[src/rtl/sm_ptr_alloc.sv]
// sm_ptr_alloc: free-list pointer allocator for the shared-memory subsystem.
//
// Owns a free list of 2**PTR_WIDTH buffer slots (circular FIFO plus a "used"
// bitmap). It serves allocation requests from CHANNELS writers with
// round-robin arbitration and accepts pointer releases. A release of a
// pointer that is not currently allocated is rejected as a double free.
//
// Ports:
//   clk_i, rst_i          clock; synchronous active-high reset
//   alloc_req_i           per-channel allocation request (level)
//   alloc_gnt_o           one-hot grant (combinational); handshake = req & gnt
//   alloc_res_valid_o     registered result strobe, one cycle after the grant
//   alloc_res_ch_o        channel the result belongs to
//   alloc_res_code_o      WR_OK or WR_ERR_NO_SPACE
//   alloc_res_ptr_o       allocated pointer (0 on WR_ERR_NO_SPACE)
//   free_valid_i/ptr_i    pointer release request
//   free_ready_o          releases accepted (RUN state)
//   free_err_o            one-cycle pulse on a release of an unallocated pointer
//   free_cnt_o            pointers currently in the free list
//   init_done_o           free list initialised (RUN state)

package sm;
    typedef enum logic [0:0] {
        WR_OK           = 1'b0,
        WR_ERR_NO_SPACE = 1'b1
    } sm_res_code_t;
endpackage

module sm_ptr_alloc #(
    parameter int PTR_WIDTH = 8,
    parameter int CHANNELS  = 4,
    localparam int CH_W     = (CHANNELS > 1) ? $clog2(CHANNELS) : 1
) (
    input  logic                  clk_i,
    input  logic                  rst_i,
    input  logic [CHANNELS-1:0]   alloc_req_i,
    output logic [CHANNELS-1:0]   alloc_gnt_o,
    output logic                  alloc_res_valid_o,
    output logic [CH_W-1:0]       alloc_res_ch_o,
    output sm::sm_res_code_t      alloc_res_code_o,
    output logic [PTR_WIDTH-1:0]  alloc_res_ptr_o,
    input  logic                  free_valid_i,
    input  logic [PTR_WIDTH-1:0]  free_ptr_i,
    output logic                  free_ready_o,
    output logic                  free_err_o,
    output logic [PTR_WIDTH:0]    free_cnt_o,
    output logic                  init_done_o
);

    localparam int          DEPTH = 2 ** PTR_WIDTH;
    localparam int          CNT_W = PTR_WIDTH + 1;
    localparam int unsigned NCH   = CHANNELS;

    typedef enum logic {
        ST_INIT,
        ST_RUN
    } state_t;

    state_t               state_q, state_d;
    logic [PTR_WIDTH-1:0] init_k_q;
    logic [PTR_WIDTH-1:0] fifo_mem [DEPTH];
    logic [PTR_WIDTH-1:0] rd_idx_q, wr_idx_q;
    logic [CNT_W-1:0]     cnt_q, cnt_d;
    logic [DEPTH-1:0]     used_q, used_d;
    logic [CH_W-1:0]      last_q;

    logic [CHANNELS-1:0]  gnt;
    logic [CH_W-1:0]      gnt_idx;
    logic                 gnt_any;
    logic                 pop, push, rel_err;
    logic [PTR_WIDTH-1:0] pop_ptr;

    // ---------------------------------------------------------------
    // FSM next state: INIT walks k over every slot, then RUN forever.
    // ---------------------------------------------------------------
    always_comb begin
        state_d = state_q;
        if (state_q == ST_INIT && init_k_q == PTR_WIDTH'(DEPTH - 1))
            state_d = ST_RUN;
    end

    // ---------------------------------------------------------------
    // Round-robin arbiter: search starts one past the last grant.
    // ---------------------------------------------------------------
    always_comb begin
        logic [CH_W-1:0] cand;
        gnt     = '0;
        gnt_idx = '0;
        gnt_any = 1'b0;
        cand    = '0;
        if (state_q == ST_RUN) begin
            for (int unsigned i = 1; i <= NCH; i++) begin
                cand = CH_W'((32'(last_q) + i) % NCH);
                if (!gnt_any && alloc_req_i[cand]) begin
                    gnt_any      = 1'b1;
                    gnt_idx      = cand;
                    gnt[cand]    = 1'b1;
                end
            end
        end
    end

    assign alloc_gnt_o = gnt;

    // ---------------------------------------------------------------
    // Pop/push decisions use pre-cycle count and bitmap (no bypass).
    // A pointer popped this cycle still reads used=0, so releasing it
    // in the same cycle is flagged as a double free.
    // ---------------------------------------------------------------
    always_comb begin
        pop     = gnt_any && (cnt_q != '0);
        pop_ptr = fifo_mem[rd_idx_q];
        push    = free_valid_i && (state_q == ST_RUN) && used_q[free_ptr_i];
        rel_err = free_valid_i && (state_q == ST_RUN) && !used_q[free_ptr_i];

        used_d = used_q;
        if (pop)
            used_d[pop_ptr] = 1'b1;
        if (push)
            used_d[free_ptr_i] = 1'b0;

        cnt_d = cnt_q;
        if (push && !pop)
            cnt_d = cnt_q + CNT_W'(1);
        else if (pop && !push)
            cnt_d = cnt_q - CNT_W'(1);
    end

    // ---------------------------------------------------------------
    // Control and result registers.
    // ---------------------------------------------------------------
    always_ff @(posedge clk_i) begin
        if (rst_i) begin
            state_q           <= ST_INIT;
            init_k_q          <= '0;
            rd_idx_q          <= '0;
            wr_idx_q          <= '0;
            cnt_q             <= '0;
            used_q            <= '0;
            last_q            <= CH_W'(CHANNELS - 1);
            alloc_res_valid_o <= 1'b0;
            alloc_res_ch_o    <= '0;
            alloc_res_code_o  <= sm::WR_OK;
            alloc_res_ptr_o   <= '0;
            free_err_o        <= 1'b0;
        end else begin
            state_q           <= state_d;
            alloc_res_valid_o <= gnt_any;
            free_err_o        <= rel_err;
            if (state_q == ST_INIT) begin
                init_k_q <= init_k_q + PTR_WIDTH'(1);
                // FIFO is full after init, so both indices wrap back to 0.
                if (state_d == ST_RUN)
                    cnt_q <= CNT_W'(DEPTH);
            end else begin
                if (gnt_any) begin
                    last_q           <= gnt_idx;
                    alloc_res_ch_o   <= gnt_idx;
                    alloc_res_code_o <= pop ? sm::WR_OK : sm::WR_ERR_NO_SPACE;
                    alloc_res_ptr_o  <= pop ? pop_ptr : '0;
                end
                if (pop)
                    rd_idx_q <= rd_idx_q + PTR_WIDTH'(1);
                if (push)
                    wr_idx_q <= wr_idx_q + PTR_WIDTH'(1);
                used_q <= used_d;
                cnt_q  <= cnt_d;
            end
        end
    end

    // Free-list storage; contents are rebuilt by INIT so no reset is needed.
    always_ff @(posedge clk_i) begin
        if (!rst_i) begin
            if (state_q == ST_INIT)
                fifo_mem[init_k_q] <= init_k_q;
            else if (push)
                fifo_mem[wr_idx_q] <= free_ptr_i;
        end
    end

    assign free_ready_o = (state_q == ST_RUN);
    assign init_done_o  = (state_q == ST_RUN);
    assign free_cnt_o   = cnt_q;

endmodule

[config.mk]
export PLATFORM = sky130hd
export DESIGN_NAME = sm_ptr_alloc
export DESIGN_NICKNAME = d
export VERILOG_FILES = /design/src/rtl/sm_ptr_alloc.sv
export SDC_FILE = /design/constraint.sdc
export NUM_CORES = 2
export LEC_CHECK = 0
export CAP_MARGIN = 10
export CORE_MARGIN = 4
export CORE_UTILIZATION = 55
export DETAILED_ROUTE_END_ITERATION = 7
export PLACE_DENSITY = 0.79
export RECOVER_POWER = 25
export SYNTH_ARGS = -nofsm -noshare
export SYNTH_HDL_FRONTEND = slang
export SYNTH_SLANG_ARGS = --single-unit
[constraint.sdc]
create_clock -name clk_i -period 7.73 [get_ports clk_i]
set_clock_uncertainty 0.15 [all_clocks]
set_input_delay 1.9325 -clock clk_i [delete_from_list [all_inputs] [get_ports clk_i]]
set_output_delay 1.9325 -clock clk_i [all_outputs]
set_load 0.05 [all_outputs]
pdn.png
Pins as bars on the die edge. Tap cells in gray.
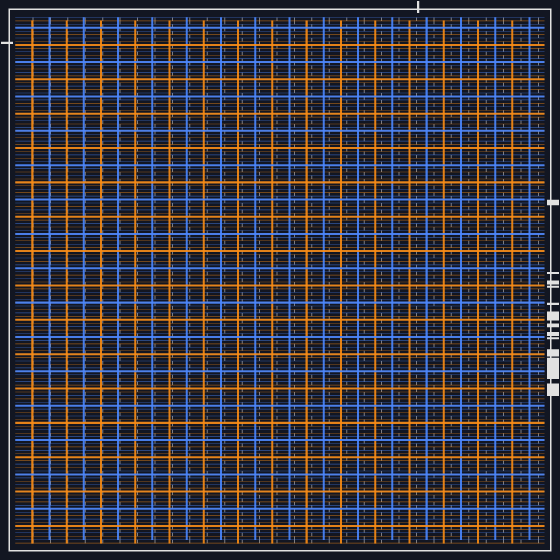
color	net
blue	VDD
orange	VSS
tap cells	2,325
signal pins	43
met5 straps	30
Peak supply drop: 0.185 mV
Die Span X: 427 um
overall die height: 427 um
total core area: 174,000 um^2

cell_classes.png
Scale bar: 100 um. Fill, decap, tap and diode cells in gray.
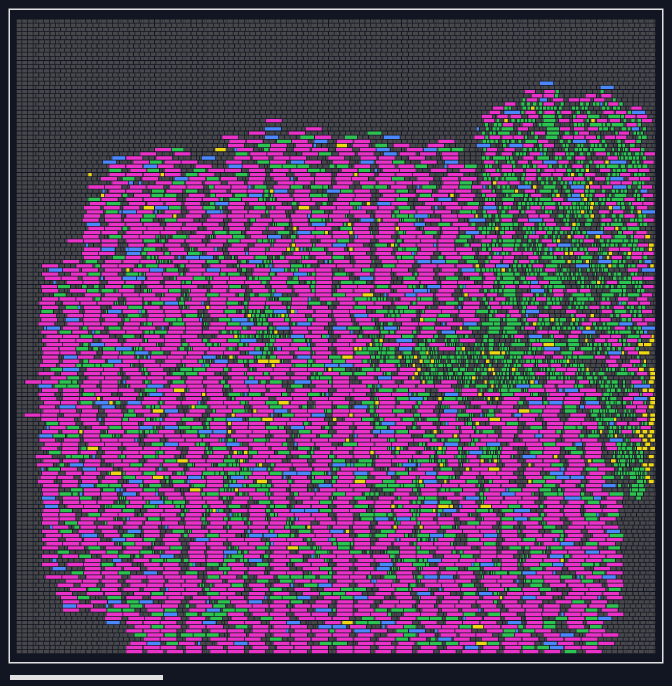
color	class	cells	share of their area
blue	clock drivers and dummy loads	403	6.9%
magenta	flip-flops	2,361	66%
green	all other logic	2,579	26%
yellow	other buffers and delay cells	228	2.0%
number of rows in the core area: 153
Util after Layout: 61.0%
proportion of cell area occupied by registers: 63.7%

clock_map.png
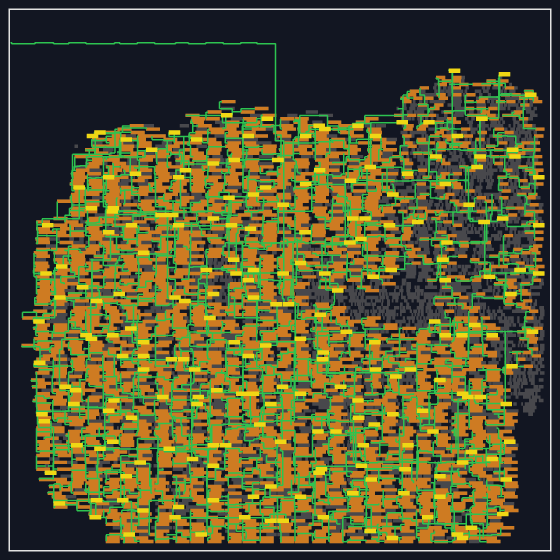
[orange] flip-flops | count: 2,361
[green] clock wires | length: 25.3 mm
[yellow] cells driving clock nets | count: 217
routed clock nets	218
Clk Latency, worst-skew pair: 860 ps
Clock Power: 10.9 mW
relative contribution of the clock network to total power: 43.4%

==> run notes <==
### Run status
* status: finished with violations
* violations in the final reports: max-capacitance violations, max-slew violations

### Timing
* measured slew at the worst slew-check pin: 2070 ps
* final period demand of the worst path: 7520 ps
* sum of negative setup slack: 0 ps
* unrepaired setup endpoints after global routing: false
* relative slew slack: -39.3%
* Setup violations, final: 0
* final count of pins violating max slew: 138
* final hold viol count: 0
* part of the cycle the worst path needs: 97.3%
* crit path setup slack, layout: 209 ps
* worst hold-check slack: 310 ps
* fmax: 0.133 GHz

### Placement
* placed insts: 7,491
* post-detail-place hpwl: 159 mm
* # port buffers: 42
* final weighted congestion in routability-driven placement: 0.946
* worst slack at placement: 398 ps
* Placed Area: 99,400 um^2

### GRT
* number of global-route vias before repair: 55.1k
* overflow left after global routing: 0
* wire length of the first global-routing pass: 392 mm
* Global Route Usage Sum: 29.5%
* pin count of the biggest net entering global routing: 147
* antenna violations before repair: 17

### Worst setup path
* cell-by-cell listing of the critical path: buf_12 > buf_4 > mux4_2 > nor3_1 > a211oi_1 > o2111ai_1 > o21ai_0 > o21ai_2 > nor4_2 > a31oi_1 > a211oi_1
* cell type with the highest occurrence count on the critical path: sky130_fd_sc_hd__a211oi_1
* crit end category: flip-flop
* Largest delay share family, worst path: AND-OR/OR-AND gates
* slowest CP cell: sky130_fd_sc_hd__nor4_2
* startpoint-to-endpoint class of the critical path: reg2reg
* Worst EP arrival: 8100 ps
* cells on worst reg2reg path: 11
* worst path bufs/invs: 2
* type of element launching the critical path: flip-flop
* data required time at the worst endpoint: 8310 ps
* flop-to-flop setup slack: 210 ps
* crit-path max FO: 26
* endpoint of the worst-slack reg-to-reg timing path: used_q[207]$_SDFFE_PP0P_
* worst stage delay on the critical path: 1750 ps
* last element of the critical path: used_q[207]$_SDFFE_PP0P_
* Stages on worst setup path: 11

### Routing
* count of TritonRoute iterations in the first routing pass: 8
* average routed wire per standard cell: 34.0 um
* iteration-0 DRC count of the detailed router: 10.1k
* vias per cell: 7.13
* antenna viol nets, final: 0
* drt drc: 0

### Logic synthesis
* post-synth net total: 5,391
* most frequent cells after synthesis: 2,048 x sky130_fd_sc_hd__edfxtp_1, 538 x sky130_fd_sc_hd__mux4_2, 411 x sky130_fd_sc_hd__nor2_1, 313 x sky130_fd_sc_hd__dfxtp_1, 270 x sky130_fd_sc_hd__a31oi_1
* share of cell area taken by muxes after synthesis: 15.7%
* Synth area leader: sky130_fd_sc_hd__edfxtp_1
* summed instance area of the synthesized netlist: 96,800 um^2
* most frequently used flop master after synthesis: sky130_fd_sc_hd__edfxtp_1
* main area contributors after synthesis: sky130_fd_sc_hd__edfxtp_1 64%, sky130_fd_sc_hd__mux4_2 13%, sky130_fd_sc_hd__dfxtp_1 6.5%
* FA/HA/MAJ Cells, Area Fraction: 0.266%
* area share of the largest cell type after synthesis: 63.5%
* Yosys warning total: 0
* unique cell type count in the Yosys netlist: 103
* total cell area reported by yosys after synthesis: 96,800 um^2
* simple-gate share of the synthesized area: 4.19%
* number of cells in Yosys stat: 5,356
* fraction of synthesis flops using an asynchronous set or reset pin: 0%
* part of the Yosys area used for sequential elements: 70.0%
* Synth top cell by count: sky130_fd_sc_hd__edfxtp_1
* number of enable-type register cells in the synthesized netlist: 2,048
* Synth logic family: multiplexers
* count of mapped cells out of synthesis: 5,356
* Synth flops: 2,361
* share of the synthesized netlist area taken by xor and xnor gates: 0.199%
* fraction of the mapped netlist area in compound gates: 6.59%
* mean post-synth cell area: 18.1 um^2

### Power and ir drop
* power density of the placed cells: 235 nW/um^2
* P_leak: 32.1 nW
* share of total power in combinational logic: 1.6%
* power attributed to combinational cells: 405 uW
* proportion of power drawn by flip-flops and latches: 55.0%
* Internal Dissipation: 19.9 mW
* switching part of the total: 20.5%
* Top pwr grp: sequential cells
* power in sequential cells: 13.8 mW
* total power of the final layout: 25.0 mW
* net load switching power: 5.13 mW

### Final layout
* layout cells sized above 1: 20.6%
* most numerous logic cell after layout: sky130_fd_sc_hd__edfxtp_1
* final cell count without fillers: 7,912
* Largest register FFs: 2,048
* most flop-heavy register: fifo_mem
* net count reported at finish: 5,422
* post-route cell area: 106,000 um^2
* commonest cells after routing, fill and taps aside: 2,048 x sky130_fd_sc_hd__edfxtp_1, 538 x sky130_fd_sc_hd__mux4_2, 410 x sky130_fd_sc_hd__nor2_1, 308 x sky130_fd_sc_hd__dfxtp_1, 266 x sky130_fd_sc_hd__a31oi_1
* layout-stage area growth over the synthesis result: 9.87%
* multi-input gate area in the final layout: 26,300 um^2
* area used by sequential logic in the layout: 67,800 um^2

### CTS
* clock slew seen by the registers of the worst setup and hold paths: 70 ps
* clk root buf: sky130_fd_sc_hd__clkbuf_16
* cells resized by post-CTS repair: 0
* cts hold-fix bufs: 0
* buffer depth of the longest clock path: 3
* TritonCTS clock tree: built
* number of H-tree branching levels: 4
* number of buffers inserted during clock tree synthesis: 217
* number of clock sinks seen by CTS: 2,361
* post-CTS setup repair buffer count: 0

### Hold path
* Worst Hold Path EP: alloc_res_ptr_o[5]$_SDFFE_PP0P_
* worst min-delay path class: reg2reg
* cell depth of the worst min-delay path: 2
* start point of the worst min-delay path: alloc_res_ptr_o[5]$_SDFFE_PP0P_

### Flow run
* max capacitance violation total: 7
* OpenROAD warning count: 71

### Floorplan
* effective utilization at floorplan: 55.5%
* Die ar.: 183,000 um^2
* IO Pins: 43

met2.png
Scale bar: 100 um.
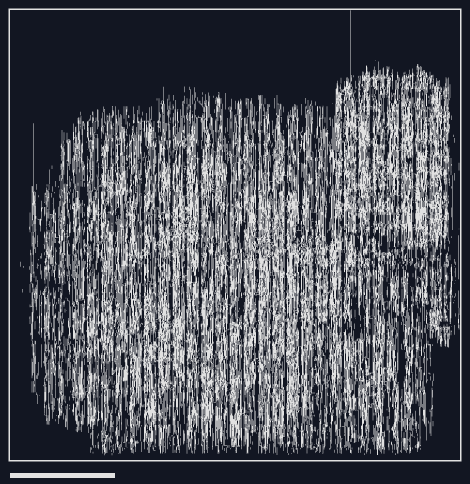
share of all routed wire	45%
longest straight run	138 um
met2 layer usage reported by global route: 44.1%
number of vias in the routed layout: 56.4k
sum of routed wire length over all layers: 269 mm

final_placement.png
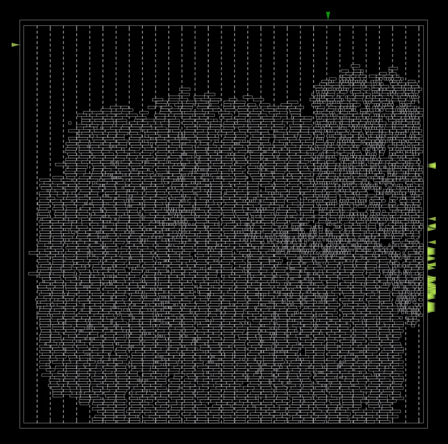
number of sequential cells: 2,361
number of filler instances in the final layout: 11.6k

-- routing by layer --
metal  vias up  wire [um]  track usage, %
met5         -         84          0.0538
met4        12      14200            12.8
met3       919      39700            9.62
met2      4899     122000            44.1
met1     28400      92400            40.2
li1      22200          -               -
-- layout make-up --
| cell class | instances | share of cell area [%] |
|---|---|---|
| timing repair buffer | 228 | 1.98 |
| sequential | 2361 | 63.7 |
| clock buffer | 273 | 5.50 |
| antenna | 16 | 0.0377 |
| multi-input combinational | 2560 | 24.7 |
| inverter | 19 | 0.0671 |
| tap | 2325 | 2.74 |
| clock inverter | 130 | 1.22 |
-- worst min-delay path: stages, from the launching register on --
cell and delay [ps]:
sky130_fd_sc_hd__dfxtp_1 310, sky130_fd_sc_hd__nand2_1 50, sky130_fd_sc_hd__a21oi_1 50
Power and IR drop assume default switching activity.
